### config.mk
export PLATFORM = sky130hd
export DESIGN_NAME = load_store_buffer
export DESIGN_NICKNAME = d
export VERILOG_FILES = /design/src/rtl/lsb_pkg.sv /design/src/rtl/lsb_lane_align.sv /design/src/rtl/load_store_buffer.sv
export SDC_FILE = /design/constraint.sdc
export NUM_CORES = 1
export LEC_CHECK = 0
export ABC_CLOCK_PERIOD_IN_PS = 3950
export CELL_PAD_IN_SITES_DETAIL_PLACEMENT = 1
export CELL_PAD_IN_SITES_GLOBAL_PLACEMENT = 1
export CORE_MARGIN = 3
export CORE_UTILIZATION = 47
export CTS_CLUSTER_DIAMETER = 80
export DETAILED_ROUTE_END_ITERATION = 6
export GPL_TIMING_DRIVEN = 0
export PLACE_DENSITY = 0.82
export SLEW_MARGIN = 20
export SYNTH_ARGS = -nofsm -noshare
export SYNTH_HDL_FRONTEND = slang
export SYNTH_SLANG_ARGS = --single-unit
### constraint.sdc
create_clock -name clk -period 3.95 [get_ports clk]
set_input_delay 0.5925 -clock clk [delete_from_list [all_inputs] [get_ports clk]]
set_output_delay 0.5925 -clock clk [all_outputs]
set_load 0.005 [all_outputs]
### src/rtl/lsb_pkg.sv
// Load/store buffer shared types: memory opcode encodings, FSM states and the queued entry.
// Tag 0 is reserved as "no entry" throughout.
package lsb_pkg;

  localparam int unsigned LSB_ROB_W = 3;

  localparam logic [4:0] OP_LB  = 5'd11;
  localparam logic [4:0] OP_LH  = 5'd12;
  localparam logic [4:0] OP_LW  = 5'd13;
  localparam logic [4:0] OP_LBU = 5'd14;
  localparam logic [4:0] OP_LHU = 5'd15;
  localparam logic [4:0] OP_SB  = 5'd16;
  localparam logic [4:0] OP_SH  = 5'd17;
  localparam logic [4:0] OP_SW  = 5'd18;

  typedef enum logic [1:0] {
    IDLE,
    WAIT_COMMIT,
    MEM,
    DRAIN
  } lsb_state_e;

  typedef struct packed {
    logic [31:0]          addr;
    logic [4:0]           op;
    logic [LSB_ROB_W-1:0] rob;
    logic [31:0]          value;
  } lsb_entry_t;

  function automatic logic is_load(input logic [4:0] op);
    return op inside {OP_LB, OP_LH, OP_LW, OP_LBU, OP_LHU};
  endfunction

  function automatic logic is_store(input logic [4:0] op);
    return op inside {OP_SB, OP_SH, OP_SW};
  endfunction

endpackage

### src/rtl/lsb_lane_align.sv
// Combinational byte-lane handling: store strobe/data replication and load extract/extend.
// LSB_MISALIGN_TRAP_EN: when defined, misaligned half/word accesses raise misalign_o; otherwise it is 0.
module lsb_lane_align
  import lsb_pkg::*;
(
  input  logic [4:0]  op_i,
  input  logic [1:0]  lane_i,
  input  logic [31:0] st_value_i,
  input  logic [31:0] ld_word_i,
  output logic [3:0]  wstrb_o,
  output logic [31:0] wdata_o,
  output logic [31:0] ld_value_o,
  output logic        misalign_o
);

  logic [7:0]  ld_byte;
  logic [15:0] ld_half;

  assign ld_byte = ld_word_i[{lane_i, 3'b000} +: 8];
  // Halfword lane uses addr[1] only, so addr[0] is implicitly masked.
  assign ld_half = lane_i[1] ? ld_word_i[31:16] : ld_word_i[15:0];

  always_comb begin
    wstrb_o    = '0;
    wdata_o    = '0;
    ld_value_o = '0;
    case (op_i)
      OP_LB:  ld_value_o = {{24{ld_byte[7]}}, ld_byte};
      OP_LBU: ld_value_o = {24'b0, ld_byte};
      OP_LH:  ld_value_o = {{16{ld_half[15]}}, ld_half};
      OP_LHU: ld_value_o = {16'b0, ld_half};
      OP_LW:  ld_value_o = ld_word_i;
      OP_SB: begin
        wstrb_o = 4'b0001 << lane_i;
        wdata_o = {4{st_value_i[7:0]}};
      end
      OP_SH: begin
        wstrb_o = 4'b0011 << {lane_i[1], 1'b0};
        wdata_o = {2{st_value_i[15:0]}};
      end
      OP_SW: begin
        wstrb_o = 4'b1111;
        wdata_o = st_value_i;
      end
      default: ;
    endcase
  end

`ifdef LSB_MISALIGN_TRAP_EN
  always_comb begin
    case (op_i)
      OP_LH, OP_LHU, OP_SH: misalign_o = lane_i[0];
      OP_LW, OP_SW:         misalign_o = |lane_i;
      default:              misalign_o = 1'b0;
    endcase
  end
`else
  assign misalign_o = 1'b0;
`endif

endmodule

### src/rtl/load_store_buffer.sv
// In-order load/store buffer between the AU and data memory; loads issue 1 cycle after enqueue, CDB 1 cycle after mem_ready.
// Stores wait for ROB commit; lsb_full stalls issue; LSB_MISALIGN_TRAP_EN enables misaligned-access traps.
module load_store_buffer
  import lsb_pkg::*;
#(
  parameter int unsigned DEPTH = 4,
  parameter int unsigned ROB_W = LSB_ROB_W
) (
  input  logic             clk,
  input  logic             rst,
  input  logic             au_valid,
  input  logic [31:0]      addr,
  input  logic [4:0]       op,
  input  logic [ROB_W-1:0] rob_number,
  input  logic [31:0]      ls_value,
  output logic             lsb_full,
  input  logic             commit_valid,
  input  logic [ROB_W-1:0] commit_rob,
  input  logic             flush,
  output logic             mem_req,
  output logic             mem_we,
  output logic [31:0]      mem_addr,
  output logic [31:0]      mem_wdata,
  output logic [3:0]       mem_wstrb,
  input  logic             mem_ready,
  input  logic [31:0]      mem_rdata,
  output logic             cdb_valid,
  output logic [ROB_W-1:0] cdb_rob,
  output logic [31:0]      cdb_value,
  output logic             cdb_exc
);

  localparam int unsigned PTR_W = $clog2(DEPTH);
  localparam int unsigned CNT_W = PTR_W + 1;

  lsb_entry_t fifo_mem [DEPTH];

  logic [PTR_W-1:0] head_q, head_d, tail_q, tail_d;
  logic [CNT_W-1:0] count_q, count_d;
  lsb_state_e       state_q, state_d;

  logic             mem_req_q, mem_req_d, mem_we_q, mem_we_d;
  logic [31:0]      mem_addr_q, mem_addr_d, mem_wdata_q, mem_wdata_d;
  logic [3:0]       mem_wstrb_q, mem_wstrb_d;
  logic             cdb_valid_q, cdb_valid_d, cdb_exc_q, cdb_exc_d;
  logic [ROB_W-1:0] cdb_rob_q, cdb_rob_d;
  logic [31:0]      cdb_value_q, cdb_value_d;

  lsb_entry_t       head_e;
  logic [ROB_W-1:0] head_rob;
  logic             head_store, head_known;
  logic             push, pop, issue, clear, keep_head;
  logic [3:0]       al_wstrb;
  logic [31:0]      al_wdata, al_ld_value;
  logic             misalign;

  assign head_e     = fifo_mem[head_q];
  assign head_rob   = ROB_W'(head_e.rob);
  assign head_store = is_store(head_e.op);
  assign head_known = head_store || is_load(head_e.op);
  assign lsb_full   = (count_q == CNT_W'(DEPTH));
  assign push       = au_valid && (rob_number != '0) && !lsb_full && !flush;

  lsb_lane_align u_align (
    .op_i       (head_e.op),
    .lane_i     (head_e.addr[1:0]),
    .st_value_i (head_e.value),
    .ld_word_i  (mem_rdata),
    .wstrb_o    (al_wstrb),
    .wdata_o    (al_wdata),
    .ld_value_o (al_ld_value),
    .misalign_o (misalign)
  );

  always_ff @(posedge clk) begin
    if (push) begin
      fifo_mem[tail_q] <= '{addr: addr, op: op, rob: LSB_ROB_W'(rob_number), value: ls_value};
    end
  end

  always_comb begin
    state_d     = state_q;
    mem_req_d   = mem_req_q;
    mem_we_d    = mem_we_q;
    mem_addr_d  = mem_addr_q;
    mem_wdata_d = mem_wdata_q;
    mem_wstrb_d = mem_wstrb_q;
    cdb_valid_d = 1'b0;
    cdb_rob_d   = '0;
    cdb_value_d = '0;
    cdb_exc_d   = 1'b0;
    issue       = 1'b0;
    pop         = 1'b0;
    clear       = 1'b0;
    keep_head   = 1'b0;

    case (state_q)
      IDLE: begin
        if (flush) begin
          clear = 1'b1;
        end else if (count_q != '0) begin
          if (!head_known) begin
            pop         = 1'b1;
            cdb_valid_d = 1'b1;
            cdb_rob_d   = head_rob;
          end else if (head_store) begin
            state_d = WAIT_COMMIT;
          end else if (misalign) begin
            pop         = 1'b1;
            cdb_valid_d = 1'b1;
            cdb_rob_d   = head_rob;
            cdb_value_d = head_e.addr;
            cdb_exc_d   = 1'b1;
          end else begin
            issue = 1'b1;
          end
        end
      end
      WAIT_COMMIT: begin
        if (flush) begin
          clear   = 1'b1;
          state_d = IDLE;
        end else if (commit_valid && (commit_rob == head_rob)) begin
          if (misalign) begin
            pop         = 1'b1;
            cdb_valid_d = 1'b1;
            cdb_rob_d   = head_rob;
            cdb_value_d = head_e.addr;
            cdb_exc_d   = 1'b1;
            state_d     = IDLE;
          end else begin
            issue = 1'b1;
          end
        end
      end
      MEM: begin
        // A flushed load still owns the memory port until its handshake completes.
        if (flush && !mem_we_q) begin
          clear = 1'b1;
          if (mem_ready) begin
            mem_req_d = 1'b0;
            state_d   = IDLE;
          end else begin
            state_d = DRAIN;
          end
        end else begin
          keep_head = flush;
          if (mem_ready) begin
            mem_req_d   = 1'b0;
            pop         = 1'b1;
            state_d     = IDLE;
            cdb_valid_d = 1'b1;
            cdb_rob_d   = head_rob;
            cdb_value_d = mem_we_q ? 32'h0 : al_ld_value;
          end
        end
      end
      DRAIN: begin
        clear = flush;
        if (mem_ready) begin
          mem_req_d = 1'b0;
          state_d   = IDLE;
        end
      end
      default: state_d = IDLE;
    endcase

    if (issue) begin
      mem_req_d   = 1'b1;
      mem_we_d    = head_store;
      mem_addr_d  = {head_e.addr[31:2], 2'b00};
      mem_wdata_d = al_wdata;
      mem_wstrb_d = al_wstrb;
      state_d     = MEM;
    end

    head_d  = head_q;
    tail_d  = tail_q;
    count_d = count_q;
    if (clear) begin
      head_d  = '0;
      tail_d  = '0;
      count_d = '0;
    end else if (keep_head) begin
      // Flush behind a committed in-flight store: keep only the store itself.
      head_d  = pop ? head_q + PTR_W'(1) : head_q;
      tail_d  = head_q + PTR_W'(1);
      count_d = pop ? CNT_W'(0) : CNT_W'(1);
    end else begin
      if (push) tail_d = tail_q + PTR_W'(1);
      if (pop)  head_d = head_q + PTR_W'(1);
      count_d = count_q + CNT_W'(push) - CNT_W'(pop);
    end
  end

  always_ff @(posedge clk or negedge rst) begin
    if (!rst) begin
      state_q     <= IDLE;
      head_q      <= '0;
      tail_q      <= '0;
      count_q     <= '0;
      mem_req_q   <= 1'b0;
      mem_we_q    <= 1'b0;
      mem_addr_q  <= '0;
      mem_wdata_q <= '0;
      mem_wstrb_q <= '0;
      cdb_valid_q <= 1'b0;
      cdb_rob_q   <= '0;
      cdb_value_q <= '0;
      cdb_exc_q   <= 1'b0;
    end else begin
      state_q     <= state_d;
      head_q      <= head_d;
      tail_q      <= tail_d;
      count_q     <= count_d;
      mem_req_q   <= mem_req_d;
      mem_we_q    <= mem_we_d;
      mem_addr_q  <= mem_addr_d;
      mem_wdata_q <= mem_wdata_d;
      mem_wstrb_q <= mem_wstrb_d;
      cdb_valid_q <= cdb_valid_d;
      cdb_rob_q   <= cdb_rob_d;
      cdb_value_q <= cdb_value_d;
      cdb_exc_q   <= cdb_exc_d;
    end
  end

  assign mem_req   = mem_req_q;
  assign mem_we    = mem_we_q;
  assign mem_addr  = mem_addr_q;
  assign mem_wdata = mem_wdata_q;
  assign mem_wstrb = mem_wstrb_q;
  assign cdb_valid = cdb_valid_q;
  assign cdb_rob   = cdb_rob_q;
  assign cdb_value = cdb_value_q;
  assign cdb_exc   = cdb_exc_q;

endmodule

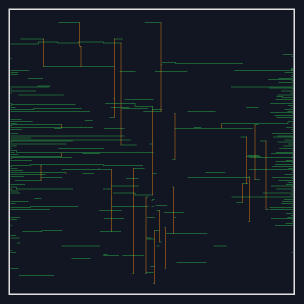
*Wiring by layer*
Drawn at 1.5 px/um. Two of the layers only.
layer	colour	wire length
metal 4	orange	765 um
metal 3	green	2990 um

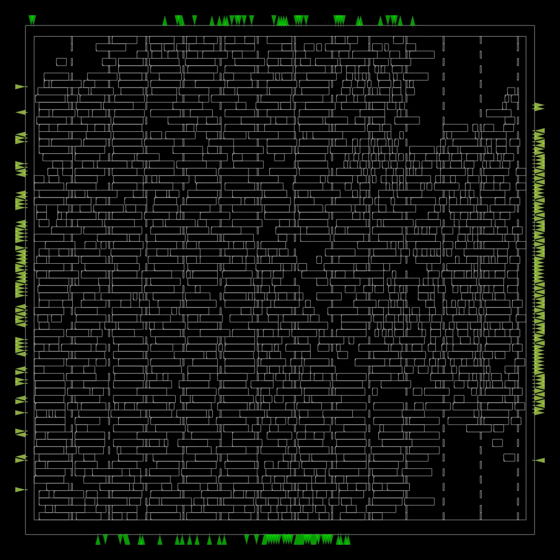
*Placement view*
Tap Count: 442
num rows: 66

==> impl_metrics.ini <==
; flow metrics
[status]
outcome = finished clean

[synth]
synthFlopType = edfxtp_1
ys_warn_count = 0
synth_area_per_cell_sq_um = 18.9
synthDistinctLibCells = 55
edf_count = 288
ys_ff = 401
netlist_area_sq_um = 15700
synth.most_common_cell = edfxtp_1
mux_share = 0.149
yosysCellCount = 834
seq_area_frac_synth = 0.729
area_leaders = edfxtp_1, dfrtp_1, mux4_2, mux2_2, a22o_1
simple_gate_share = 0.0304
async_reset_ff_frac = 0.282
yosys.area.top_type_share = 0.549
yosys-top-cells-count = edfxtp_1, dfrtp_1, mux4_2
yosysTopAreaCell = edfxtp_1

[cells_and_area]
largest_reg_flops = 288
num_antenna_cells = 1
utilization = 0.611
comb_area_sq_um = 4000
lay_top_count = edfxtp_1
final_cell_mix = edfxtp_1, clkdlybuf4s50_1, dfrtp_1
largestClassByArea = registers
stdcell_count = 1577
seq_share = 0.573
bufAreaShareNonClock = 0.128
comb_share = 0.200
flop-count = 401
inverters = 12

[global_routing]
track_usage = 0.225
grt_pass1_wl_mm = 61.3
antenna_found_initial = 5
use_met1 = 0.282
grt_use_met2 = 0.392
overflow = 0
grtUsageMet3 = 0.0635
grt_pass1_vias = 9874

[worst_setup_path]
r2r_start = head_q[0]
cp_max_fo = 10
path_cells = buf_6 -> mux4_2 -> or3b_1 -> clkbuf_1 -> o221ai_2 -> and2_1 -> inv_1 -> ha_1 -> inv_1 -> ha_1 -> inv_1 -> fa_1 -> xnor2_1 -> nor2_1
startpoint = head_q[0]
crit_required_ns = 4.37
r2r_cells = 14
path_buffers = 5
timing.rr.end = count_q[2]
cp-endpoint = count_q[2]
max_stage_delay_ns = 0.54

[sta]
period_used_share = 0.934
rsz0062_at_grt = false
tns_ns = 0
drv_slew = 0
final_hold_viol_count = 0
setup_slack_ns = 0.261
whs_ns = 0.0291
max_freq_mhz = 271
relSlewSlack = 0.438

[detailed_routing]
drtIter0Drc = 595
wl_per_cell_um = 25.2
dr_wl_met2_mm = 20.2
first_pass_iters = 5
ant_nets = 0
drc = 0
met1_length_mm = 15.7
highest_layer = met5

[clocking]
path_clk_slew_ns = 0.06
ctsHoldBuffers = 0
cts_buffer_depth = 3
tritoncts = done
root_buffer = clkbuf_16
cts_setup_buffers = 0

[place]
gp_congestion = 0.778
place_hpwl_mm = 27.2
post-place-ws_ns = 0.190

[power]
power.leakage_nw = 7.10
peakVddDrop_mv = 0.453
p_per_area_nw_per_um2 = 656
p_sw_frac = 0.294
maxPowerGroup = sequential cells
pg_seq_mw = 5.25
p_comb_mw = 3.96

[floorplanning]
core_area_sq_um = 32800
pin_count = 221
die_h_um = 189
die-area_sq_um = 35700
die_w_um = 189

[run]
drv_cap = 0
openroad.warnings = 29
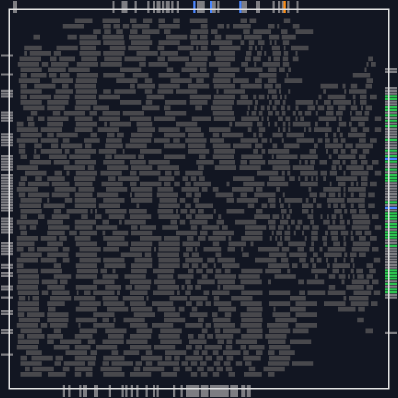
*Pin map*
Drawn at 2 px/um. Pins as bars across the die edge, other pins in grey.
port	colour	pins	direction	edge
commit_valid	orange	1	input	top
mem_rdata	green	32	input	right
op	blue	5	input	3 top, 2 right
all pins by edge	81 right, 57 left, 46 bottom, 37 top

